<file path="config.mk">
export PLATFORM = sky130hd
export DESIGN_NAME = tqvp_pulse_generator_flat
export DESIGN_NICKNAME = d
export VERILOG_FILES = /design/src/rtl/tqvp_pulse_generator_if.sv /design/src/rtl/tqvp_pulse_generator.sv /design/src/flat_wrapper.sv
export SDC_FILE = /design/constraint.sdc
export NUM_CORES = 1
export LEC_CHECK = 0
export CORE_MARGIN = 5
export CORE_UTILIZATION = 55
export CTS_CLUSTER_SIZE = 20
export DETAILED_ROUTE_END_ITERATION = 8
export PLACE_DENSITY_LB_ADDON = 0.12
export SLEW_MARGIN = 20
export SYNTH_ARGS = -nofsm -noshare
export SYNTH_HDL_FRONTEND = slang
export SYNTH_SLANG_ARGS = --single-unit
</file>
<file path="constraint.sdc">
create_clock -name clk -period 3.3 [get_ports clk]
set_input_delay 0.495 -clock clk [delete_from_list [all_inputs] [get_ports clk]]
set_output_delay 0.495 -clock clk [all_outputs]
set_load 0.005 [all_outputs]
</file>
<file path="src/rtl/tqvp_pulse_generator_if.sv">
// tqvp_pulse_generator_if: TinyQV peripheral register bus
interface tqvp_pulse_generator_if;
  logic [3:0] address;
  logic       data_write;
  logic [7:0] data_in;
  logic [7:0] data_out;
  modport master (output address, data_write, data_in, input data_out);
  modport slave  (input address, data_write, data_in, output data_out);
endinterface

</file>
<file path="src/rtl/tqvp_pulse_generator.sv">
// tqvp_pulse_generator: emits a programmed burst of COUNT pulses on uo_out[0]
module tqvp_pulse_generator (
  input  logic                         clk,
  input  logic                         rst,
  input  logic [7:0]                   ui_in,
  output logic [7:0]                   uo_out,
  tqvp_pulse_generator_if.slave        bus
);
  localparam logic [3:0] ADDR_COUNT = 4'h0;
  localparam logic [3:0] ADDR_HIGH  = 4'h1;
  localparam logic [3:0] ADDR_LOW   = 4'h2;
  localparam logic [3:0] ADDR_CTRL  = 4'h3;
  typedef enum logic [1:0] {IDLE, HIGH, LOW} state_t;
  state_t state_q, state_d;
  logic [7:0] count_q, count_d, high_q, high_d, low_q, low_d, ph_q, ph_d;
  logic inv_q, inv_d, done_q, done_d;
  logic wr_idle, ctrl_wr, start_w, stop_w, clr_w, busy, unused_ui;
  logic [7:0] hw, lw;
  assign unused_ui = ^ui_in;
  assign busy    = state_q != IDLE;
  assign wr_idle = bus.data_write && !busy;
  assign ctrl_wr = bus.data_write && bus.address == ADDR_CTRL;
  assign start_w = ctrl_wr && bus.data_in[0];
  assign stop_w  = ctrl_wr && bus.data_in[2];
  assign clr_w   = ctrl_wr && bus.data_in[3];
  assign hw = (high_q == 8'd0) ? 8'd1 : high_q;
  assign lw = (low_q == 8'd0) ? 8'd1 : low_q;
  assign high_d = (wr_idle && bus.address == ADDR_HIGH) ? bus.data_in : high_q;
  assign low_d  = (wr_idle && bus.address == ADDR_LOW) ? bus.data_in : low_q;
  assign inv_d  = (wr_idle && bus.address == ADDR_CTRL) ? bus.data_in[1] : inv_q;
  always_comb begin
    state_d = state_q;
    ph_d    = ph_q;
    count_d = (wr_idle && bus.address == ADDR_COUNT) ? bus.data_in : count_q;
    done_d  = clr_w ? 1'b0 : done_q;
    if (state_q == IDLE && start_w && count_q != 8'd0) begin
      state_d = HIGH;
      ph_d    = hw;
      done_d  = 1'b0;
    end else if (state_q == HIGH) begin
      ph_d = ph_q - 8'd1;
      if (ph_q <= 8'd1) begin
        count_d = (count_q != 8'd0) ? count_q - 8'd1 : 8'd0;
        state_d = (count_q <= 8'd1) ? IDLE : LOW;
        ph_d    = (count_q <= 8'd1) ? 8'd0 : lw;
        done_d  = (count_q <= 8'd1) ? 1'b1 : done_d;
      end
    end else if (state_q == LOW) begin
      state_d = (ph_q <= 8'd1) ? HIGH : LOW;
      ph_d    = (ph_q <= 8'd1) ? hw : ph_q - 8'd1;
    end
    // STOP overrides everything; the interrupted pulse stays in COUNT
    if (stop_w) begin
      state_d = IDLE;
      ph_d    = 8'd0;
      count_d = count_q;
      done_d  = clr_w ? 1'b0 : done_q;
    end
  end
  always_ff @(posedge clk or posedge rst) begin
    if (rst) begin
      state_q <= IDLE;
      ph_q    <= 8'd0;
      count_q <= 8'd0;
      high_q  <= 8'd0;
      low_q   <= 8'd0;
      inv_q   <= 1'b0;
      done_q  <= 1'b0;
    end else begin
      state_q <= state_d;
      ph_q    <= ph_d;
      count_q <= count_d;
      high_q  <= high_d;
      low_q   <= low_d;
      inv_q   <= inv_d;
      done_q  <= done_d;
    end
  end
  assign uo_out = {5'b0, done_q, busy, (state_q == HIGH) ^ inv_q};
  assign bus.data_out = (bus.address == ADDR_COUNT) ? count_q :
                        (bus.address == ADDR_HIGH)  ? high_q  :
                        (bus.address == ADDR_LOW)   ? low_q   :
                        (bus.address == ADDR_CTRL)  ? {5'b0, done_q, inv_q, busy} : 8'h00;
endmodule

</file>
<file path="src/flat_wrapper.sv">
// flat-port wrapper written by rule: the top's interface ports become plain ports
module tqvp_pulse_generator_flat 
  (clk, rst, ui_in, uo_out, bus_address, bus_data_write, bus_data_in, bus_data_out);
  tqvp_pulse_generator_if bus_i ();
  input  logic clk;
  input  logic rst;
  input  logic [7:0] ui_in;
  output logic [7:0] uo_out;
  input wire logic [$bits(bus_i.address)-1:0] bus_address;
  input wire logic [$bits(bus_i.data_write)-1:0] bus_data_write;
  input wire logic [$bits(bus_i.data_in)-1:0] bus_data_in;
  output wire logic [$bits(bus_i.data_out)-1:0] bus_data_out;
  assign bus_i.address = bus_address;
  assign bus_i.data_write = bus_data_write;
  assign bus_i.data_in = bus_data_in;
  assign bus_data_out = bus_i.data_out;
  tqvp_pulse_generator u_core (.clk(clk), .rst(rst), .ui_in(ui_in), .uo_out(uo_out), .bus(bus_i));
endmodule
</file>
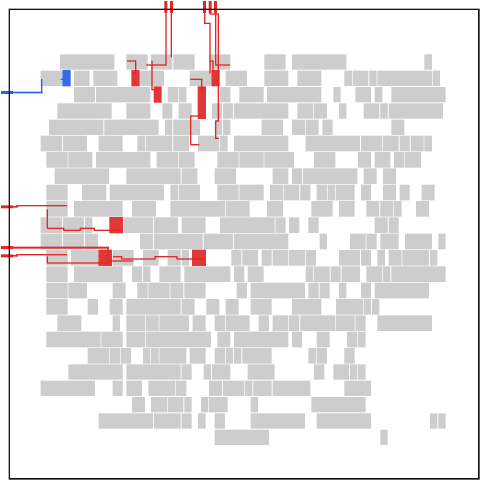
Run 1: wires at chosen ports, followed through buffers
Scale: 6 px per µm.
- blue: rst (bits 1; direction input; end cells 1; buffers 1; wire 7.70 µm)
- red: bus_data_out (bits 8; direction output; end cells 8; buffers 8; wire 175 µm)

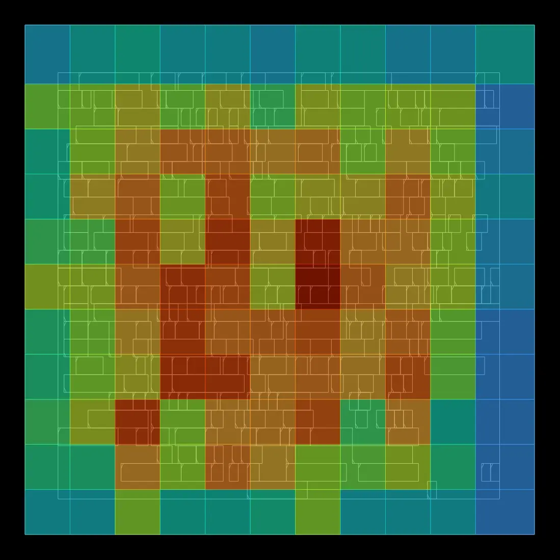
Run 1: congestion heat map
met2 Track Usage GR: 36.1%
total track usage: 22.0%
GRT busiest layer: met2

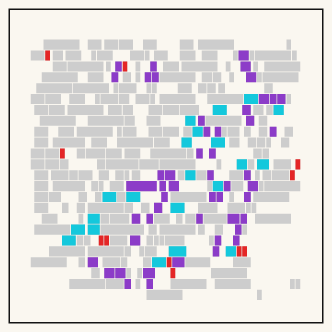
Run 1: gate-type map
Scale: 4 px per µm.
- red: inv cells (cells 11; where spread over the die)
- purple: aoi and oai cells (cells 50)
- cyan: non-inverting ao/oa cells (cells 21)

run 1: layout make-up:
cell class	instances	area, µm²	area share [%]
multi-input cells	208	1500	51.5
flip-flops and latches	36	901	31.0
repair buffers	31	295	10.2
clock buffers	6	72.6	2.49
well taps	52	65.1	2.24
inverters	11	41.3	1.42
clock inverters	2	35.0	1.20
run 1: routing by layer:
metal | up-vias | share of wire [%] | GRT usage (%)
li1 | 1046 | - | -
met1 | 1071 | 45 | 30.3
met2 | 88 | 48 | 36.1
met3 | 4 | 6.0 | 3.89
met4 | 0 | 0.56 | 5.57
met5 | - | 0 | 0
run 1: worst min-delay path by stage:
stage	startpoint	cells past startpoint	to
floorplan	u_core.ph_q[1]	2	u_core.ph_q[1]
global placement	u_core.ph_q[1]	2	u_core.ph_q[1]
detailed placement	u_core.ph_q[1]	2	u_core.ph_q[1]
CTS	u_core.ph_q[1]	2	u_core.ph_q[1]
global route	u_core.inv_q	1	u_core.inv_q
finish	u_core.ph_q[1]	2	u_core.ph_q[1]
run 1: power groups by stage:
stage / clock network [mW] / logic (mW) / registers, mW
floorplan: 0 / 0.703 / 0.715
CTS: 0.390 / 0.834 / 0.798
detailed placement: 0 / 0.827 / 0.806
global placement: 0 / 0.811 / 0.807
finish: 0.378 / 0.839 / 0.805
global route: 0.412 / 0.939 / 0.834
run 1: stage by stage:
stage	util [%]	hold WS, ps
2_1_floorplan	-	494
3_3_place_gp	63.5	532
3_5_place_dp	63.5	532
4_1_cts	65.9	549
5_1_grt	65.9	581
6_report	65.9	546
run 1: critical path: cells and delay by family:
kind,cells,cell delay [ps]
AND-OR/OR-AND,1,120
buffers and inverters,3,1340
AND/OR/NAND/NOR,2,430
==> metrics.cfg, run 1 <==
[die]
die-area_um2 = 6090
io_pins = 39
fp_util_pct = 57.7
die_x_um = 78.0
core_area_um2 = 4410

[logic_synthesis]
ys_seq_share_pct = 35.4
ys_chip_area_um2 = 2540
mux_area_share_pct = 13.0
synth_top_area_share_pct = 35.4
fa_ha_area_share_pct = 3.44
synth_cells = 269
synth_stat.cells = 269
synth.largest_area_cell = dfrtp_1
ys_ff = 36
simple_gate_share_pct = 21.0
synth_cell_type_count = 55
async_flop_share_pct = 100
top_logic_kind = simple AND/OR/NAND/NOR gates

[sta]
setup_ws_ps = 419
tightest_slew_ps = 727
min_period_ps = 2880
finalMaxSlewViolations = 0
final.setup.tns_ps = 0

[route]
drt-total-wl_mm = 6.43
postRouteAntennaNets = 0
firstDrtPassIters = 5
avgViaCountPerCell = 6.38
drcViolationCount = 0

[setup_path]
cp_common_cell = clkdlybuf4s50_1
crit_fanout = 7
crit_path_end_kind = output port
cp-endpoint = bus_data_out[6]
crit_path_max_incr_delay_ps = 560
worstSetupPathType = in2out
worstPathCellList = clkdlybuf4s50_1 > buf_4 > nor2b_1 > a21oi_1 > nor2_1 > clkdlybuf4s50_1
r2r_start = u_core.count_q[0]
crit_required_ps = 2800
cp.arrival_ps = 2390
startpoint = bus_address[1]
worstReg2RegEnd = u_core.count_q[7]

[power]
netSwitchingFraction_pct = 39.0
internal-power_mw = 1.23
clkPwrFrac_pct = 18.7
power_switching_mw = 0.788

[cts]
cts_made_buffers = 5
tritoncts = done
ctsResizeCount = 0
htreeDepth = 2
worstSkewPairLatency_ps = 280
clock-sinks = 36
postCtsSetupRepairBufs = 0
cts_buffer_depth = 2

[placed_design]
io_buffers = 25
dp_hpwl_mm = 4.80
dpl-instance-area_um2 = 2800

[layout]
syn2layout_area_growth_pct = 14.3
nets = 323
layout.cells.most_common = dfrtp_1
drive_above_1_share_pct = 17.0

[min_path]
hp-class = reg2reg

[global_routing]
grt_overflow = 0
antenna_found_initial = 0

[run_status]
outcome = finished clean

==> run 2, diff against run 1 <==
--- a/config.mk
+++ b/config.mk
@@ -6,7 +6,7 @@
 export NUM_CORES = 1
 export LEC_CHECK = 0
 export CORE_MARGIN = 5
-export CORE_UTILIZATION = 55
+export CORE_UTILIZATION = 56
 export CTS_CLUSTER_SIZE = 20
 export DETAILED_ROUTE_END_ITERATION = 8
 export PLACE_DENSITY_LB_ADDON = 0.12
==> run 2 against run 1 <==
Final cell count unchanged. Maximum frequency rose by 1.5%. Non-clock buffer count stayed put. Critical endpoint is now bus_data_out[3]. Worst hold slack better by 7.8 ps. Synthesized cell count is the same. Sequential power hardly changed. First-iteration DRC count is 19% higher. Routed wire length is 0.75% lower. Total power is 0.29% lower.
==> metrics.cfg, run 2 <==
[min_path]
worstHoldStart = u_core.ph_q[1]
whs_endpoint = u_core.ph_q[1]
hp-class = reg2reg
holdPathStages = 2  ; unchanged

[route]
drt-total-wl_mm = 6.38  ; -0.75%
avgViaCountPerCell = 6.35  ; -0.59%
drcViolationCount = 0  ; unchanged
firstDrtPassIters = 4  ; -1

[global_routing]
grt_usage_pct = 22.0  ; +0.025 points
grt_overflow = 0  ; unchanged
first_global_vias = 2158
antenna_found_initial = 0  ; unchanged

[die]
die_x_um = 77.4  ; -0.78%
core_area_um2 = 4380  ; -0.68%
fp_util_pct = 58.0  ; +0.39 points
die-area_um2 = 5990  ; -1.6%
io_pins = 39  ; unchanged

[setup_path]
cpMaxStageDelayCell = clkdlybuf4s50_1
worstSetupPathType = in2out
cp_common_cell = clkdlybuf4s50_1
cp.arrival_ps = 2340  ; -50 ps
startpoint = bus_address[0]
r2r_start = u_core.count_q[0]
crit_path_max_incr_delay_ps = 660  ; +100 ps
worstPathCellList = clkdlybuf4s50_1 > nor2b_1 > a21oi_1 > nor2_1 > clkdlybuf4s50_1
crit_path_start_kind = input pin
worstReg2RegEnd = u_core.count_q[7]
cp-endpoint = bus_data_out[3]
crit_fanout = 8  ; +1

[logic_synthesis]
synth_top_area_share_pct = 35.4  ; unchanged
ys_ff = 36  ; unchanged
top_logic_kind = simple AND/OR/NAND/NOR gates
synth_stat.cells = 269  ; unchanged
synth.largest_area_cell = dfrtp_1
ys_chip_area_um2 = 2540  ; unchanged
simple_gate_share_pct = 21.0  ; unchanged
mux_area_share_pct = 13.0  ; unchanged
ys_seq_share_pct = 35.4  ; unchanged
fa_ha_area_share_pct = 3.44  ; unchanged
async_flop_share_pct = 100  ; unchanged

[layout]
nets = 323  ; unchanged
drive_above_1_share_pct = 17.0  ; unchanged
layout.cells.most_common = dfrtp_1
syn2layout_area_growth_pct = 14.3  ; unchanged

[cts]
cts_made_buffers = 5  ; unchanged
htreeDepth = 2  ; unchanged
ctsResizeCount = 0  ; unchanged
postCtsSetupRepairBufs = 0  ; unchanged
worstSkewPairLatency_ps = 290  ; about the same
tritoncts = done
cts_buffer_depth = 2  ; unchanged
clock-sinks = 36  ; unchanged

[placed_design]
dpl-instance-area_um2 = 2800  ; unchanged
dp_hpwl_mm = 4.76  ; -0.75%
io_buffers = 25  ; unchanged

[run_status]
outcome = finished clean

[sta]
tightest_slew_ps = 716  ; -11.9 ps
finalMaxSlewViolations = 0  ; unchanged
min_period_ps = 2840  ; -42.7 ps
final.setup.tns_ps = 0  ; unchanged
fin_crit_sh_pct = 86.0
hold_slack_ps = 554  ; +7.81 ps

run 2: power by group:
| group | internal, mW | leakage (nW) | switching [mW] |
|---|---|---|---|
| sequential | 0.585 | 0.465 | 0.218 |
| clock | 0.224 | 0.0552 | 0.157 |
| combinational | 0.424 | 0.775 | 0.408 |
run 2: cell families (layout without fill, tap and decap cells):
logic type | count (synthesis) | count (layout)
AND-OR/OR-AND | 71 | 71
XOR/XNOR | 3 | 3
adder cells (fa/ha/maj) | 7 | 7
buffers and inverters | 29 | 50
flip-flops | 36 | 36
multiplexers | 27 | 27
other | 1 | 5
AND/OR/NAND/NOR | 95 | 95
run 2: area by class of cell:
| type | count | area, µm² | share of cell area (%) |
|---|---|---|---|
| clock buffers | 6 | 72.6 | 2.49 |
| clock inverters | 2 | 35.0 | 1.20 |
| inverters | 11 | 41.3 | 1.42 |
| multi-input cells | 208 | 1500 | 51.5 |
| flip-flops and latches | 36 | 901 | 31.0 |
| well taps | 52 | 65.1 | 2.24 |
| repair buffers | 31 | 295 | 10.2 |
run 2: critical path: cells and delay by family:
kind                   cells  cell delay, ps
buffers and inverters      2            1180
AND/OR/NAND/NOR            2             530
AND-OR/OR-AND              1             130
run 2: per-stage QoR:
stage               worst slack [ps]  total power, mW  util, %
CTS                              477             2.02     66.4
floorplan                       1020             1.42        -
detailed placement               444             1.63     63.9
global placement                 462             1.62     63.9
finish                           462             2.02     66.4
global route                     304             2.19     66.4
run 2: metal layers:
metal	GRT usage [%]	vias up	part of all wire, %	routed length [µm]
li1	-	1051	-	-
met1	30.7	1057	45	2900
met2	36.3	80	48	3080
met3	2.89	8	5.0	321
met4	6.01	0	1.3	82
met5	0	-	0	0
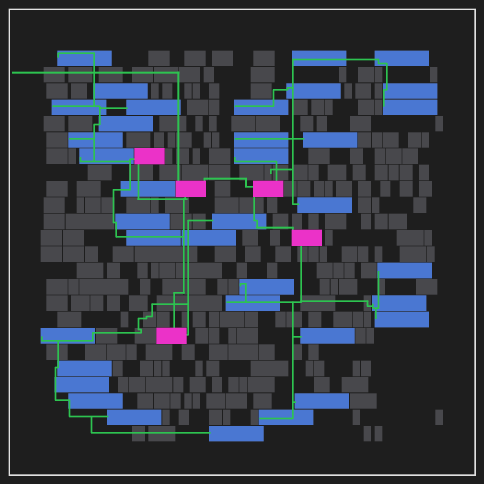
Run 2: clock network drawn from the DEF
Scale: 6 px per µm.
- green: clock wires (length 473 µm)
- blue: flip-flops (count 36)
- magenta: clock-net drivers (count 5)
- flops lie: spread over the die
- routed clock nets: 6

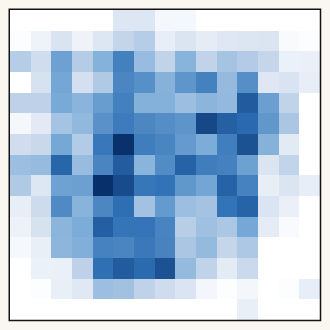
Run 2: routed metal per tile
Scale: 4 px per µm. 15 x 15 tiles, from white (low) to dark blue (high), scaled to the fullest tile. Values are wire area over tile area, all layers added.
- fullest tile: 0.51
- emptiest ninth of the die: south-east
- nearly empty tiles: 20%
- densest ninth of the die: center

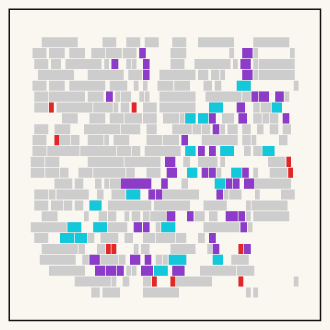
Run 2: gate-type map
Scale: 4 px per µm.
- purple: aoi and oai cells (cells 50)
- red: inv cells (cells 11)
- cyan: non-inverting ao/oa cells (cells 21)

Run 2, congestion heat map:
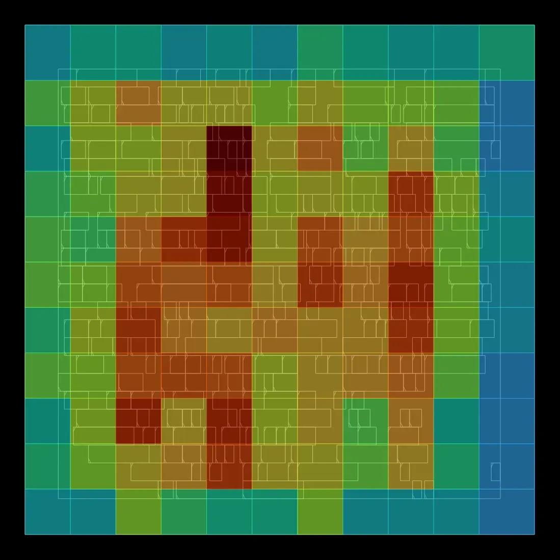

==> run 3, diff against run 2 <==
--- a/config.mk
+++ b/config.mk
@@ -5,7 +5,7 @@
 export SDC_FILE = /design/constraint.sdc
 export NUM_CORES = 1
 export LEC_CHECK = 0
-export CORE_MARGIN = 5
+export CORE_MARGIN = 2
 export CORE_UTILIZATION = 56
 export CTS_CLUSTER_SIZE = 20
 export DETAILED_ROUTE_END_ITERATION = 8
==> constraint.sdc (replaced) <==
create_clock -name clk -period 3.3 [get_ports clk]
set_input_delay 0.495 -clock clk [delete_from_list [all_inputs] [get_ports clk]]
set_output_delay 0.495 -clock clk [all_outputs]
set_load 0.05 [all_outputs]
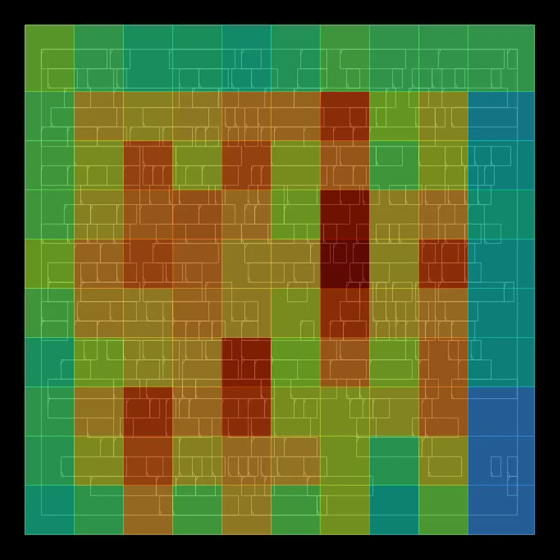
Run 3: congestion heat map
met3 usage: 6.61%
met2 Track Usage GR: 42.6%
met1 usage: 35.5%
WL per Instance: 18.2 µm
Final Util: 65.8%

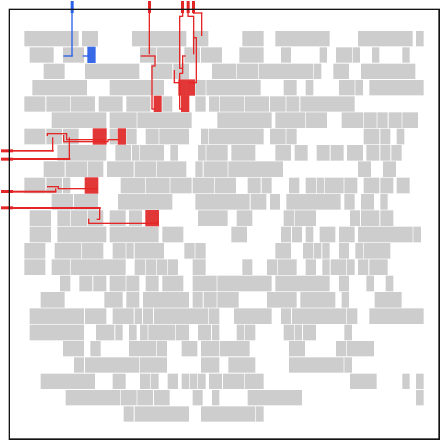
Run 3: wires at chosen ports, followed through buffers
Scale: 6 px per µm.
- blue: rst (bits 1; direction input; end cells 1; buffers 1; wire 9.80 µm)
- red: bus_data_out (bits 8; direction output; end cells 8; buffers 8; wire 154 µm)

==> run 3 against run 2 <==
Maximum frequency rose by 6.2%. Highest routed layer unchanged. Count of clock-buffer cells in the layout stayed put. Design area shrank 1.5%. Routed wire length fell by 1.4%.
==> metrics.cfg, run 3 <==
[cts]
htreeDepth = 2  ; unchanged
worstSkewPairLatency_ps = 290  ; about the same
hold_buffers = 0
cts_made_buffers = 5  ; unchanged
clockRootBuffer = clkbuf_8
cts_buffer_depth = 2  ; unchanged
tritoncts = done
clock-sinks = 36  ; unchanged
clkSlewWorstSetupHoldPaths_ps = 80
postCtsSetupRepairBufs = 0  ; unchanged
ctsResizeCount = 0  ; unchanged

[layout]
layout.cells.most_common = dfrtp_1
nets = 322  ; -0.31%
final_cell_mix = 36 x dfrtp_1, 21 x nor2_1, 19 x a21oi_1
fin_cells = 345
syn2layout_area_growth_pct = 12.6
stdcell_area_um2 = 2870
nFillCells = 366
drive_above_1_share_pct = 19.8  ; +2.8 points

[global_routing]
antenna_found_initial = 0  ; unchanged
first_global_vias = 2105  ; -2.5%
grt_usage_pct = 26.4  ; +4.4 points
grt_max_degree = 37
grt_overflow = 0  ; unchanged
grt_pass1_wl_mm = 10.4
grt-busiest-layer = met2

[setup_path]
worstSetupPathType = reg2out
rrSetupSlack_ps = 730
path_buffers = 2  ; unchanged
critPathTopFamily = buffers and inverters
r2r_start = u_core.count_q[0]
cp.arrival_ps = 2180  ; -160 ps
cpMaxStageDelayCell = clkdlybuf4s50_1
worst-path-stages = 4  ; -1
crit_path_max_incr_delay_ps = 820  ; +160 ps
worstReg2RegEnd = u_core.count_q[7]
crit_path_start_kind = register
crit_required_ps = 2800
worstPathCellList = inv_1 > ha_1 > xor2_1 > clkdlybuf4s50_1
crit_fanout = 9  ; +1

[placed_design]
gp_congestion = 0.904
dp.cells = 337
dp_hpwl_mm = 4.70  ; -1.4%
dpl-instance-area_um2 = 2770  ; -0.98%
post-place-ws_ps = 544  ; +100 ps
io_buffers = 25  ; unchanged

[logic_synthesis]
syn-cell-area_um2 = 2540
ys_chip_area_um2 = 2540  ; unchanged
synth_stat.cells = 269  ; unchanged
ys_ff = 36  ; unchanged
synth_top_area_share_pct = 35.4  ; unchanged
top_cells_by_area = dfrtp_1 35%, mux2_2 8.0%, a21oi_1 3.7%, ha_1 3.4%, nor2_1 3.1%
synth_warnings = 0
edf_count = 0
ys.flop_type = dfrtp_1
yosysMostFrequentCell = dfrtp_1
ys_seq_share_pct = 35.4  ; unchanged
yosys-top-cells-count = 36 x dfrtp_1, 21 x nor2_1, 19 x a21oi_1
synth_cell_type_count = 55
synth.largest_area_cell = dfrtp_1
async_flop_share_pct = 100  ; unchanged
syn_avg_cell_area_um2 = 9.46

[power]
peakVddDrop_mv = 0.332
p_leak_nw = 1.30
p_total_mw = 2.02  ; +0.42%
p_per_area_nw_per_um2 = 706

[die]
die_h_um = 71.4
io_pins = 39  ; unchanged
rows = 24
die_x_um = 71.4  ; -7.8%
core_area_um2 = 4350  ; -0.68%
die-area_um2 = 5100  ; -15%
fp_util_pct = 58.4  ; +0.40 points

[sta]
setup_ws_ps = 629  ; +167 ps
rsz0062_at_grt = no
finalHoldViolCount = 0
finalMaxSlewViolations = 0  ; unchanged
fin_crit_sh_pct = 80.9  ; -5.1 points
final-setup-viol-count = 0
maxSlewHeadroom_pct = 48.0
final.setup.tns_ps = 0  ; unchanged
min_period_ps = 2670  ; -167 ps
tightest_slew_ps = 777  ; +61.1 ps
clock_skew_ps = 2.35
max_freq_ghz = 0.374
hold_slack_ps = 551  ; -2.41 ps

[run_status]
outcome = finished clean

[min_path]
worstHoldStart = u_core.ph_q[1]
whs_endpoint = u_core.ph_q[1]
hp-class = reg2reg
holdPathStages = 2  ; unchanged

[route]
avgViaCountPerCell = 6.31  ; -0.53%
drt-total-wl_mm = 6.29  ; -1.4%
postRouteAntennaNets = 0
firstDrtPassIters = 4  ; unchanged
drcViolationCount = 0  ; unchanged
via_count = 2178
drt_iter0_drc = 161

[job]
warnings = 38
cap_violations = 0

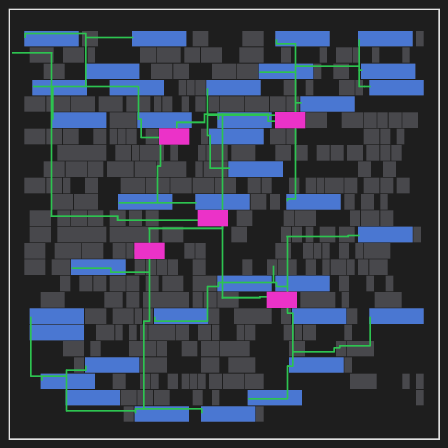
Run 3: clock network drawn from the DEF
Scale: 6 px per µm.
- blue: flip-flops (count 36)
- green: clock wires (length 517 µm)
- magenta: clock-net drivers (count 5)
- flops lie: spread over the die
- routed clock nets: 6

==> run 3: cell counts after synthesis <==
Identical to the previous run, type by type.
==> run 3: metal layers <==
metal  part of all wire (%)  up-vias
met3                    7.5        5
met4                   0.91        0
met5                      0        -
met2                     48       79
met1                     44     1046
li1                       -     1048
==> run 3: cells by family after synthesis <==
| group | Yosys count | share of synthesized area (%) |
|---|---|---|
| muxes | 27 | 13.0 |
| other | 1 | 0.147 |
| AOI/OAI and AO/OA | 71 | 19.7 |
| buffers and inverters | 29 | 6.29 |
| xor gates and xnor gates | 3 | 1.03 |
| and+or+nand+nor | 95 | 21.0 |
| adders and majority gates | 7 | 3.44 |
| DFF | 36 | 35.4 |
==> run 3: area by class of cell <==
| class | instances | area [µm²] | share of cell area [%] |
|---|---|---|---|
| clock buffer | 6 | 82.6 | 2.88 |
| multi-input combinational | 208 | 1500 | 52.3 |
| clock inverter | 2 | 10.0 | 0.349 |
| timing repair buffer | 30 | 268 | 9.34 |
| inverter | 11 | 41.3 | 1.44 |
| tap | 52 | 65.1 | 2.27 |
| sequential | 36 | 901 | 31.4 |
==> run 3: power breakdown <==
group | switching (mW) | total (mW) | internal (mW)
Sequential | 0.216 | 0.800 | 0.584
Clock | 0.168 | 0.335 | 0.167
Combinational | 0.468 | 0.890 | 0.422
==> run 3: worst max-delay path by stage <==
stage                                 start                 to  slack, ps
after CTS                 u_core.state_q[1]          uo_out[0]        610
after detailed placement     bus_address[0]  u_core.count_q[3]        540
after floorplan              bus_address[0]    bus_data_out[2]       1010
after global routing      u_core.state_q[1]          uo_out[0]        530
after global placement       bus_address[0]   u_core.high_q[6]        550
final                     u_core.state_q[1]          uo_out[0]        630
==> run 3: tightest hold or removal path, cell delays in order, from the launching register on <==
cell and delay (ps):
dfrtp_1 390, nand2_1 70, o31ai_1 60
Power figures rest on the tool's default switching activity, not on a simulated workload.
